## config.mk

```make
export PLATFORM = sky130hd
export DESIGN_NAME = alu_issue_ctrl
export DESIGN_NICKNAME = d
export VERILOG_FILES = /design/src/rtl/alu_pkg.sv /design/src/rtl/alu_regfile.sv /design/src/rtl/alu_issue_ctrl.sv
export SDC_FILE = /design/constraint.sdc
export NUM_CORES = 1
export LEC_CHECK = 0
export CORE_UTILIZATION = 45
export CTS_CLUSTER_DIAMETER = 40
export DETAILED_ROUTE_END_ITERATION = 6
export GPL_ROUTABILITY_DRIVEN = 0
export PLACE_DENSITY_LB_ADDON = 0.3
export SKIP_CTS_REPAIR_TIMING = 1
export SYNTH_ARGS = -nofsm -noshare
export SYNTH_HDL_FRONTEND = slang
export SYNTH_HIERARCHICAL = 1
export SYNTH_SLANG_ARGS = --single-unit
```

## constraint.sdc

```tcl
create_clock -name clk -period 3.1 [get_ports clk]
set_clock_uncertainty 0.05 [all_clocks]
set_input_delay 0.31 -clock clk [delete_from_list [all_inputs] [get_ports clk]]
set_output_delay 0.31 -clock clk [all_outputs]
set_load 0.02 [all_outputs]
```

## src/rtl/alu_pkg.sv

```systemverilog
// Shared definitions for the ALU issue controller: opcodes, condition codes,
// instruction field layout, FSM encoding and small decode helpers.
package alu_pkg;

   localparam logic [2:0] OP_ADD    = 3'd0;
   localparam logic [2:0] OP_SHRADD = 3'd1;
   localparam logic [2:0] OP_MAX    = 3'd2;
   localparam logic [2:0] OP_MUL3   = 3'd3;
   localparam logic [2:0] OP_AND    = 3'd4;
   localparam logic [2:0] OP_OR     = 3'd5;
   localparam logic [2:0] OP_NOT    = 3'd6;
   localparam logic [2:0] OP_ZERO   = 3'd7;

   localparam logic [1:0] COND_ALWAYS = 2'b00;
   localparam logic [1:0] COND_Z      = 2'b01;
   localparam logic [1:0] COND_N      = 2'b10;
   localparam logic [1:0] COND_NZ     = 2'b11;

   localparam int unsigned INSTR_W  = 16;
   localparam int unsigned RIDX_W   = 2;
   localparam int unsigned OPC_LSB  = 13;
   localparam int unsigned RD_LSB   = 11;
   localparam int unsigned RS_LSB   = 9;
   localparam int unsigned RT_LSB   = 7;
   localparam int unsigned CIN_BIT  = 6;
   localparam int unsigned COND_LSB = 4;

   typedef enum logic {
      StIdle = 1'b0,
      StExec = 1'b1
   } state_e;

   typedef struct packed {
      logic [2:0]        opc;
      logic [RIDX_W-1:0] rd;
      logic [RIDX_W-1:0] rs;
      logic [RIDX_W-1:0] rt;
      logic              cin;
      logic [1:0]        cond;
   } instr_t;

   // Reserved low bits of the raw instruction are dropped here.
   function automatic instr_t decode_instr(input logic [INSTR_W-1:0] raw);
      instr_t d;
      d.opc  = raw[OPC_LSB +: 3];
      d.rd   = raw[RD_LSB +: RIDX_W];
      d.rs   = raw[RS_LSB +: RIDX_W];
      d.rt   = raw[RT_LSB +: RIDX_W];
      d.cin  = raw[CIN_BIT];
      d.cond = raw[COND_LSB +: 2];
      return d;
   endfunction

   function automatic logic cond_met(input logic [1:0] cond, input logic z, input logic n);
      logic met;
      unique case (cond)
         COND_ALWAYS: met = 1'b1;
         COND_Z:      met = z;
         COND_N:      met = n;
         COND_NZ:     met = ~z;
         default:     met = 1'b0;
      endcase
      return met;
   endfunction

endpackage

```

## src/rtl/alu_regfile.sv

```systemverilog
// General register file: two operand read ports, a debug read port and a
// single write port where instruction writeback overrides a direct load.
module alu_regfile
   import alu_pkg::*;
#(
   parameter int unsigned DW   = 16,
   parameter int unsigned NREG = 4,
   parameter int unsigned AW   = 2
) (
   input  logic          clk,
   input  logic          rstn,
   input  logic [AW-1:0] ra_a,
   output logic [DW-1:0] rdata_a,
   input  logic [AW-1:0] ra_b,
   output logic [DW-1:0] rdata_b,
   input  logic [AW-1:0] ra_dbg,
   output logic [DW-1:0] rdata_dbg,
   input  logic          wb_en,
   input  logic [AW-1:0] wb_addr,
   input  logic [DW-1:0] wb_data,
   input  logic          ld_en,
   input  logic [AW-1:0] ld_addr,
   input  logic [DW-1:0] ld_data
);

   logic [DW-1:0] regs_q [NREG];
   logic [DW-1:0] regs_d [NREG];

   // Writeback is applied last so it wins a same-register collision.
   always_comb begin
      regs_d = regs_q;
      if (ld_en) begin
         regs_d[ld_addr] = ld_data;
      end
      if (wb_en) begin
         regs_d[wb_addr] = wb_data;
      end
   end

   always_ff @(posedge clk) begin
      if (!rstn) begin
         regs_q <= '{default: '0};
      end else begin
         regs_q <= regs_d;
      end
   end

   assign rdata_a   = regs_q[ra_a];
   assign rdata_b   = regs_q[ra_b];
   assign rdata_dbg = regs_q[ra_dbg];

endmodule

```

## src/rtl/alu_issue_ctrl.sv

```systemverilog
// Issue controller for the external combinational ALU: accepts instructions,
// drives operands from the register file and retires results with flags.
module alu_issue_ctrl
   import alu_pkg::*;
#(
   parameter int unsigned DW   = 16,
   parameter int unsigned NREG = 4,
   parameter int unsigned AW   = 2
) (
   input  logic               clk,
   input  logic               rstn,
   input  logic               in_valid,
   output logic               in_ready,
   input  logic [INSTR_W-1:0] in_instr,
   input  logic               ld_en,
   input  logic [AW-1:0]      ld_addr,
   input  logic [DW-1:0]      ld_data,
   input  logic [AW-1:0]      rd_addr,
   output logic [DW-1:0]      rd_data,
   output logic [DW-1:0]      alu_n,
   output logic [DW-1:0]      alu_m,
   output logic [2:0]         alu_opc,
   output logic               alu_cin,
   input  logic [DW-1:0]      alu_f,
   input  logic               alu_zer,
   input  logic               alu_neg,
   output logic               done,
   output logic               skipped,
   output logic [DW-1:0]      res,
   output logic               flag_z,
   output logic               flag_n
);

   state_e        state_q, state_d;
   instr_t        instr_q, instr_d;
   logic [DW-1:0] res_q, res_d;
   logic          flag_z_q, flag_z_d;
   logic          flag_n_q, flag_n_d;
   logic          done_q, done_d;
   logic          skipped_q, skipped_d;
   logic          wb_en;

   always_comb begin
      state_d   = state_q;
      instr_d   = instr_q;
      res_d     = res_q;
      flag_z_d  = flag_z_q;
      flag_n_d  = flag_n_q;
      done_d    = 1'b0;
      skipped_d = 1'b0;
      wb_en     = 1'b0;
      unique case (state_q)
         StIdle: begin
            if (in_valid) begin
               instr_d = decode_instr(in_instr);
               state_d = StExec;
            end
         end
         StExec: begin
            state_d = StIdle;
            done_d  = 1'b1;
            // Flags seen here belong to the previously retired instruction.
            if (cond_met(instr_q.cond, flag_z_q, flag_n_q)) begin
               wb_en    = 1'b1;
               res_d    = alu_f;
               flag_z_d = alu_zer;
               flag_n_d = alu_neg;
            end else begin
               skipped_d = 1'b1;
            end
         end
         default: state_d = StIdle;
      endcase
   end

   always_ff @(posedge clk) begin
      if (!rstn) begin
         state_q   <= StIdle;
         instr_q   <= '0;
         res_q     <= '0;
         flag_z_q  <= 1'b0;
         flag_n_q  <= 1'b0;
         done_q    <= 1'b0;
         skipped_q <= 1'b0;
      end else begin
         state_q   <= state_d;
         instr_q   <= instr_d;
         res_q     <= res_d;
         flag_z_q  <= flag_z_d;
         flag_n_q  <= flag_n_d;
         done_q    <= done_d;
         skipped_q <= skipped_d;
      end
   end

   alu_regfile #(
      .DW   (DW),
      .NREG (NREG),
      .AW   (AW)
   ) u_regfile (
      .clk       (clk),
      .rstn      (rstn),
      .ra_a      (AW'(instr_q.rs)),
      .rdata_a   (alu_n),
      .ra_b      (AW'(instr_q.rt)),
      .rdata_b   (alu_m),
      .ra_dbg    (rd_addr),
      .rdata_dbg (rd_data),
      .wb_en     (wb_en),
      .wb_addr   (AW'(instr_q.rd)),
      .wb_data   (alu_f),
      .ld_en     (ld_en),
      .ld_addr   (ld_addr),
      .ld_data   (ld_data)
   );

   assign in_ready = (state_q == StIdle);
   assign alu_opc  = instr_q.opc;
   assign alu_cin  = instr_q.cin;
   assign done     = done_q;
   assign skipped  = skipped_q;
   assign res      = res_q;
   assign flag_z   = flag_z_q;
   assign flag_n   = flag_n_q;

endmodule

```

run_1/class_map.png
The bar under the picture is 20 um long.
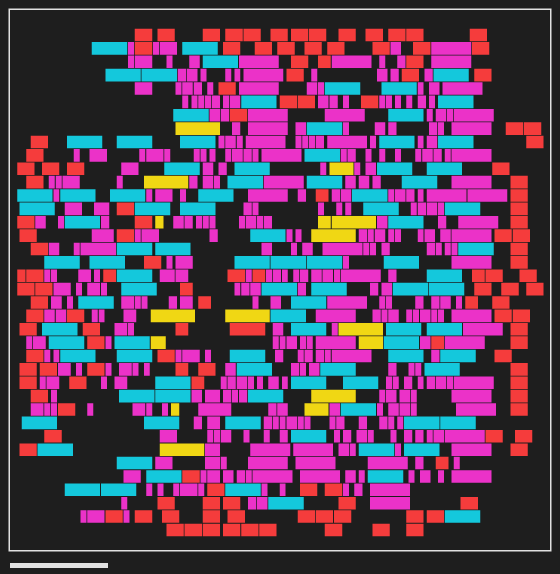
| class | colour | cells | share of their area |
|---|---|---|---|
| clock drivers and dummy loads | yellow | 16 | 4.5% |
| registers | cyan | 97 | 30% |
| remaining buffers and delay cells | red | 140 | 21% |
| remaining logic cells | magenta | 416 | 45% |

run_1/clock_wires.png
The bar under the picture is 20 um long.
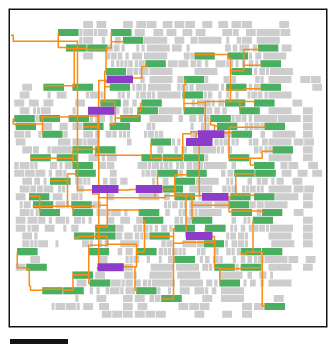
[flip-flops] green | count: 97
[clock-net drivers] purple | count: 9
[clock wires] orange | length: 1140 um
routed clock nets: 10
clk ins delay skew pair: 330 ps
portion of total power attributed to the clock network: 34.7%

run_1/gates.png
The bar under the picture is 20 um long.
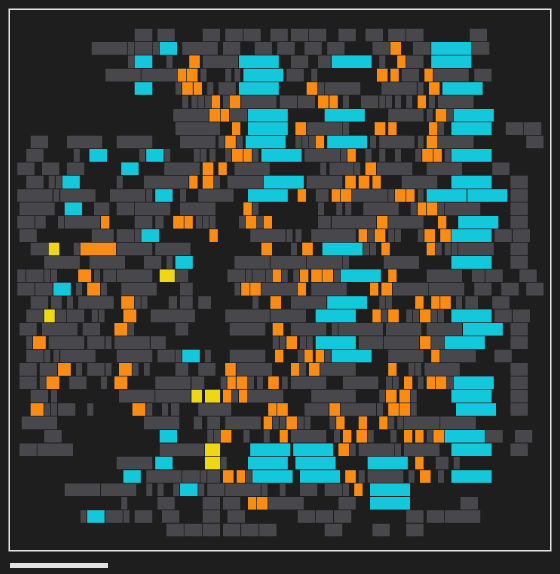
| family | colour | cells |
|---|---|---|
| mux cells | cyan | 66 |
| aoi and oai cells | orange | 142 |
| and/or cells | yellow | 7 |

==> design notes, run 1 <==
The tools report the total routing usage reported by global routing as 25.96%. The run gives 0 for the final setup violation count. Summing the sequential cell areas from Yosys gives 37.14% of the chip area. At the worst endpoint, the required time is 2740 ps. The total via count after detailed routing is 4916. The number of placement rows came out at 38. Leaving out fill and tap cells, the most frequent cells in the layout are sky130_fd_sc_hd__nand2_1 (188), sky130_fd_sc_hd__clkdlybuf4s50_1 (125), sky130_fd_sc_hd__dfxtp_1 (97), sky130_fd_sc_hd__a31oi_1 (64), sky130_fd_sc_hd__o21ai_0 (60). For this run, the detailed router reports a per-instance via density of 6.077.

From left edge to right edge, the die measures 109.8 um. The main kind of combinational logic by area is multiplexers. The complex-gate fraction of the synthesized area is 15.84%, and the total half-perimeter wirelength after legalization and detailed placement is 10160 um. The slack of the worst reg-to-reg path was 820 ps; the clock sink count was 97. The flow ran to the end, and the final reports show no timing, DRC or antenna violations.

The terminating pin of the worst hold path is res[0]. In this run the most critical hold path is launched from res[0]. The routed design has 15390 um of wire. In the synthesized netlist the async set-or-reset flop fraction comes to 0%. The report shows a maximum critical-path fanout of 11. After synthesis, the netlist uses 29 different library cells.

Among all stages on the critical path, the maximum delay recorded is 760 ps. The run gives 23480 um as the first-pass GRT wire length. The post-placement cell area is 6450 um^2. Top logic cell by instance count in the layout: sky130_fd_sc_hd__nand2_1. The area enclosed by the die boundary was 12050 um^2. The core region is 11080 um^2. With the post-route minimum period at 2603 ps, the fraction of the mapped netlist area in adder cells is 0%. The post-synth tally of flip-flops with integrated enable was 0; the number of cell instances after yosys synthesis was 572. With the final routed wire length divided by cell count at 19.03 um, the number of nets with antenna violations after detailed routing is 0. Per the post-synthesis stats, the area per cell is 9.141 um^2. Timing would allow up to 0.3841 GHz. The post-route netlist has 12.26% of its cells at a drive strength greater than 1.

Setup repair after global routing left no endpoint under its margin. In this run the maximum-capacitance check reported violations numbering 0. With the synthesized cell area at 5229 um^2, the worst slew margin relative to its limit is 25.99%.
run 1: where the power goes:
group          switching [W]  internal, W  leakage [nW]  total, W
registers          0.0000635      0.00131         0.792   0.00138
logic               0.000331     0.000335          1.31  0.000666
clock network       0.000476     0.000609         0.145   0.00108
total               0.000870      0.00226          2.25   0.00313
run 1: stage by stage:
stage	power, W	hold slack (ps)	cells	util [%]	setup slack [ps]
CTS	0.003142	410.6	809	60.87	476.4
global placement	0.002047	393.9	793	58.22	494.8
global route	0.003245	425.4	809	60.87	388.0
detailed placement	0.002066	394.9	793	58.22	479.5
floorplan	0.001778	390.1	572	-	973.2
finish	0.003128	409.4	809	60.87	496.8
run 1: cells in the mapped netlist, types with 3 or more instances:
| master | n | area [um^2] |
|---|---|---|
| sky130_fd_sc_hd__a21boi_0 | 12 | 90.09 |
| sky130_fd_sc_hd__a31oi_1 | 64 | 400.4 |
| sky130_fd_sc_hd__buf_2 | 19 | 95.09 |
| sky130_fd_sc_hd__buf_4 | 10 | 75.07 |
| sky130_fd_sc_hd__buf_6 | 3 | 33.78 |
| sky130_fd_sc_hd__clkbuf_1 | 23 | 86.33 |
| sky130_fd_sc_hd__dfxtp_1 | 97 | 1942 |
| sky130_fd_sc_hd__mux2i_1 | 18 | 180.2 |
| sky130_fd_sc_hd__mux4_2 | 48 | 1081 |
| sky130_fd_sc_hd__nand2_1 | 188 | 705.7 |
| sky130_fd_sc_hd__nand3b_1 | 4 | 30.03 |
| sky130_fd_sc_hd__o21ai_0 | 60 | 300.3 |
| sky130_fd_sc_hd__o21ai_1 | 4 | 20.02 |
run 1: cell families (layout without fill, tap and decap cells):
kind of cell	after synthesis	after routing
simple gates	206	206
flops	97	97
buf+inv	60	157
compound gates	142	142
xor+xnor	1	1
mux	66	66
run 1: layout make-up:
cell class | count | area share [%]
clock buffer | 12 | 3.952
clock inverter | 4 | 0.3897
inverter | 1 | 0.05567
multi-input combinational | 415 | 43.83
sequential | 97 | 28.80
tap | 140 | 2.598
timing repair buffer | 140 | 20.37
run 1: worst max path at each step:
stage,from,endpoint,slack [ps],cells after the start
2_1_floorplan,flag_z,u_regfile/regs_q[59],970,9
3_3_place_gp,rd_addr[1],rd_data[6],490,4
3_5_place_dp,rd_addr[1],rd_data[4],480,4
4_1_cts,rd_addr[1],rd_data[4],480,4
5_1_grt,rd_addr[1],rd_data[5],390,4
6_report,instr_q[4],alu_m[1],500,2
run 1: routing by layer:
| metal | part of all wire [%] | GRT usage, % |
|---|---|---|
| met1 | 39 | 33.28 |
| met2 | 47 | 40.80 |
| met3 | 11 | 5.453 |
| met4 | 3.3 | 14.29 |
| met5 | 0 | 0 |
run 1: critical path: cells and delay by family (launching register included):
family | cells | cell delay (ps)
buffers and inverters | 1 | 550
DFF | 1 | 760
muxes | 1 | 590
run 1: flip-flops by register name, indices dropped and copies added (netlist names):
name              count
done                  1
instr_q               8
res                  16
u_regfile/regs_q     64
skipped               1
alu_cin               1
flag_n                1
flag_z                1
alu_opc               3
state_q               1
==> run 2, diff against run 1 <==
==> constraint.sdc (replaced) <==
create_clock -name clk -period 2.4 [get_ports clk]
set_clock_uncertainty 0.05 [all_clocks]
set_input_delay 0.24 -clock clk [delete_from_list [all_inputs] [get_ports clk]]
set_output_delay 0.24 -clock clk [all_outputs]
set_load 0.02 [all_outputs]
run_2/clock_nets.png
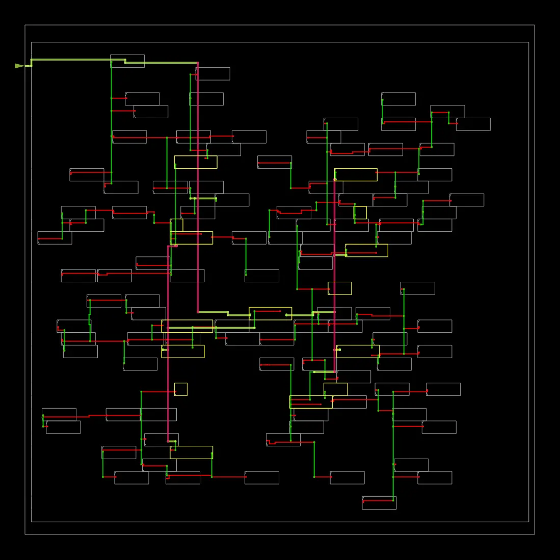
clock-net power: 0.00147 W
number of clock sinks: 97
clk ins delay skew pair: 340 ps

run_2/gates.png
The bar under the picture is 20 um long.
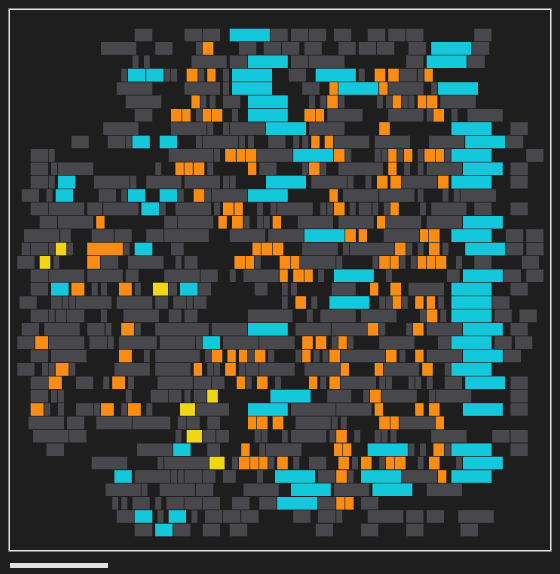
| family | colour | cells |
|---|---|---|
| mux cells | cyan | 66 |
| aoi and oai cells | orange | 142 |
| and/or cells | yellow | 7 |
fraction of standard cell area in multi-input logic: 42.98%
most common cell after layout, fill and taps aside: sky130_fd_sc_hd__nand2_1
count of non-filler cells in the finished layout: 817

==> run 2 against run 1 <==
Effect of this change:
- die area unchanged
- synthesized cell count did not move
- total power grew 32%
- final area increased by 2.0%
- highest routed layer unchanged
- largest cell class unchanged
- area after synthesis unchanged
- critical path depth is 2 higher
==> design notes, run 2 <==
STA lists the startpoint of the worst hold path as rstn. The top register by number of flip-flops was u_regfile/regs_q. Of the cells placed in the final design, the portion with a size suffix greater than 1 is 13.59%. With the total routing usage reported by global routing at 26.47%, the area share of the largest cell type after synthesis is 37.14%.

The most frequently used library cell after synthesis is sky130_fd_sc_hd__nand2_1. The count of unique library cells instantiated by Yosys is 29. After detailed routing, the total wire length is 15600 um. Yosys mapped a number of flops with a built-in enable equal to 0. The tools report the terminating pin of the worst hold path as flag_z.

The script logs the ratio of routed vias to standard cells as 6.102. The first global-routing pass estimated 24040 um of wire. The most common logic cells in the final layout are sky130_fd_sc_hd__nand2_1 (188), sky130_fd_sc_hd__clkdlybuf4s50_1 (125), sky130_fd_sc_hd__dfxtp_1 (95), sky130_fd_sc_hd__a31oi_1 (64), sky130_fd_sc_hd__o21ai_0 (60). Summed over all instances, the cell type with the most area after synthesis is sky130_fd_sc_hd__dfxtp_1. The setup check on the worst reg-to-reg path leaves a slack of 500 ps.

Once detail routing completed, the nets flagged for antenna violations numbered 0. The run gives 54.79 ps for the worst setup slack before clock tree synthesis. Setup repair after global routing left no endpoint under its margin. With the data required time of the critical path at 2110 ps, the number of maximum-capacitance violations is 0. The number of flip-flops under the largest register name is 64, and the synthesized area per cell is 9.141 um^2.

The run gives 10460 um as the total half-perimeter wirelength after legalization and detailed placement. Per the OpenROAD floorplan log, the area of the die is 12050 um^2. Setup slack on the critical path of the routed design comes to 49.60 ps. For the worst slew margin relative to its limit, the log shows 49.49%. For reference, the top cells by area after synthesis are sky130_fd_sc_hd__dfxtp_1 (37%), sky130_fd_sc_hd__mux4_2 (21%), sky130_fd_sc_hd__nand2_1 (13%). The smallest hold slack came out at 373.7 ps. The flow ran to the end, and the final reports show no timing, DRC or antenna violations. Static timing analysis puts the maximum clock frequency at 0.4255 GHz. Detailed routing inserted a total of 4985 vias.

The report shows a maximum critical-path fanout of 16. From left edge to right edge, the die measures 109.8 um. After synthesis, the design contains 572 cells according to Yosys. The design draws 0.004133 W. The routed design shows a wire length per standard cell of 19.09 um.
run_2/class_map.png
The bar under the picture is 20 um long.
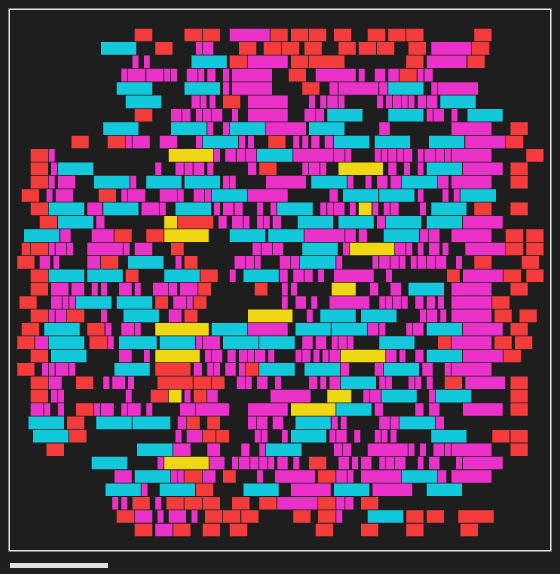
| class | colour | cells | share of their area |
|---|---|---|---|
| clock drivers and dummy loads | yellow | 15 | 4.6% |
| registers | cyan | 97 | 29% |
| remaining logic cells | magenta | 416 | 44% |
| remaining buffers and delay cells | red | 149 | 22% |
final cell area excluding filler cells: 6875 um^2
area inside the core boundary: 11080 um^2
number of standard-cell rows in the floorplan: 38
final core area utilization: 62.06%
fraction of area in registers: 28.28%

run 2: worst max-delay path by stage:
stage	start	endpoint	slack (ps)	depth (start not counted)
floorplan	flag_z	u_regfile/regs_q[59]	270	9
finish	rd_addr[0]	rd_data[5]	50	4
detailed placement	rd_addr[0]	rd_data[5]	50	4
global placement	rd_addr[0]	rd_data[5]	70	4
CTS	instr_q[6]	alu_n[6]	-50	3
global route	instr_q[5]	alu_n[5]	20	3
run 2: critical path, cell delays in order:
cell	delay, ps
sky130_fd_sc_hd__clkdlybuf4s50_1	500
sky130_fd_sc_hd__buf_12	200
sky130_fd_sc_hd__mux4_2	550
sky130_fd_sc_hd__clkdlybuf4s50_1	560
run 2: final cells by class:
cell class / count / share of cell area, %
multi-input combinational: 415 / 42.98
sequential: 97 / 28.28
timing repair buffer: 149 / 21.69
clock buffer: 11 / 3.676
tap: 140 / 2.548
clock inverter: 4 / 0.7643
inverter: 1 / 0.05460
run 2: logic make-up after synthesis:
logic type,Yosys count,synth area share (%)
xor+xnor,1,0.1675
simple gates,206,16.25
buf+inv,60,6.485
mux,66,24.12
compound gates,142,15.84
flops,97,37.14
run 2: power breakdown:
part | internal (W) | switching [W]
logic | 0.000450 | 0.000430
registers | 0.00170 | 0.0000843
clock network | 0.000859 | 0.000612
run 2: metrics by stage:
step                      util, %  cell area (um^2)  cells
after floorplan                 -              5229    572
after global placement      59.28              6568    802
after detailed placement    59.28              6568    802
after CTS                   62.04              6873    817
after global routing        62.06              6875    817
final                       62.06              6875    817
run 2: routing by layer:
metal	vias to the layer above	wire length, um	part of all wire [%]	global-route usage, %
li1	2260	-	-	-
met4	0	477	3.1	14.95
met5	-	0	0	0
met3	44	1523	9.8	5.631
met1	2391	5948	38	32.26
met2	290	7647	49	43.35
No activity file was given, so power comes from the tool's default toggle rates.
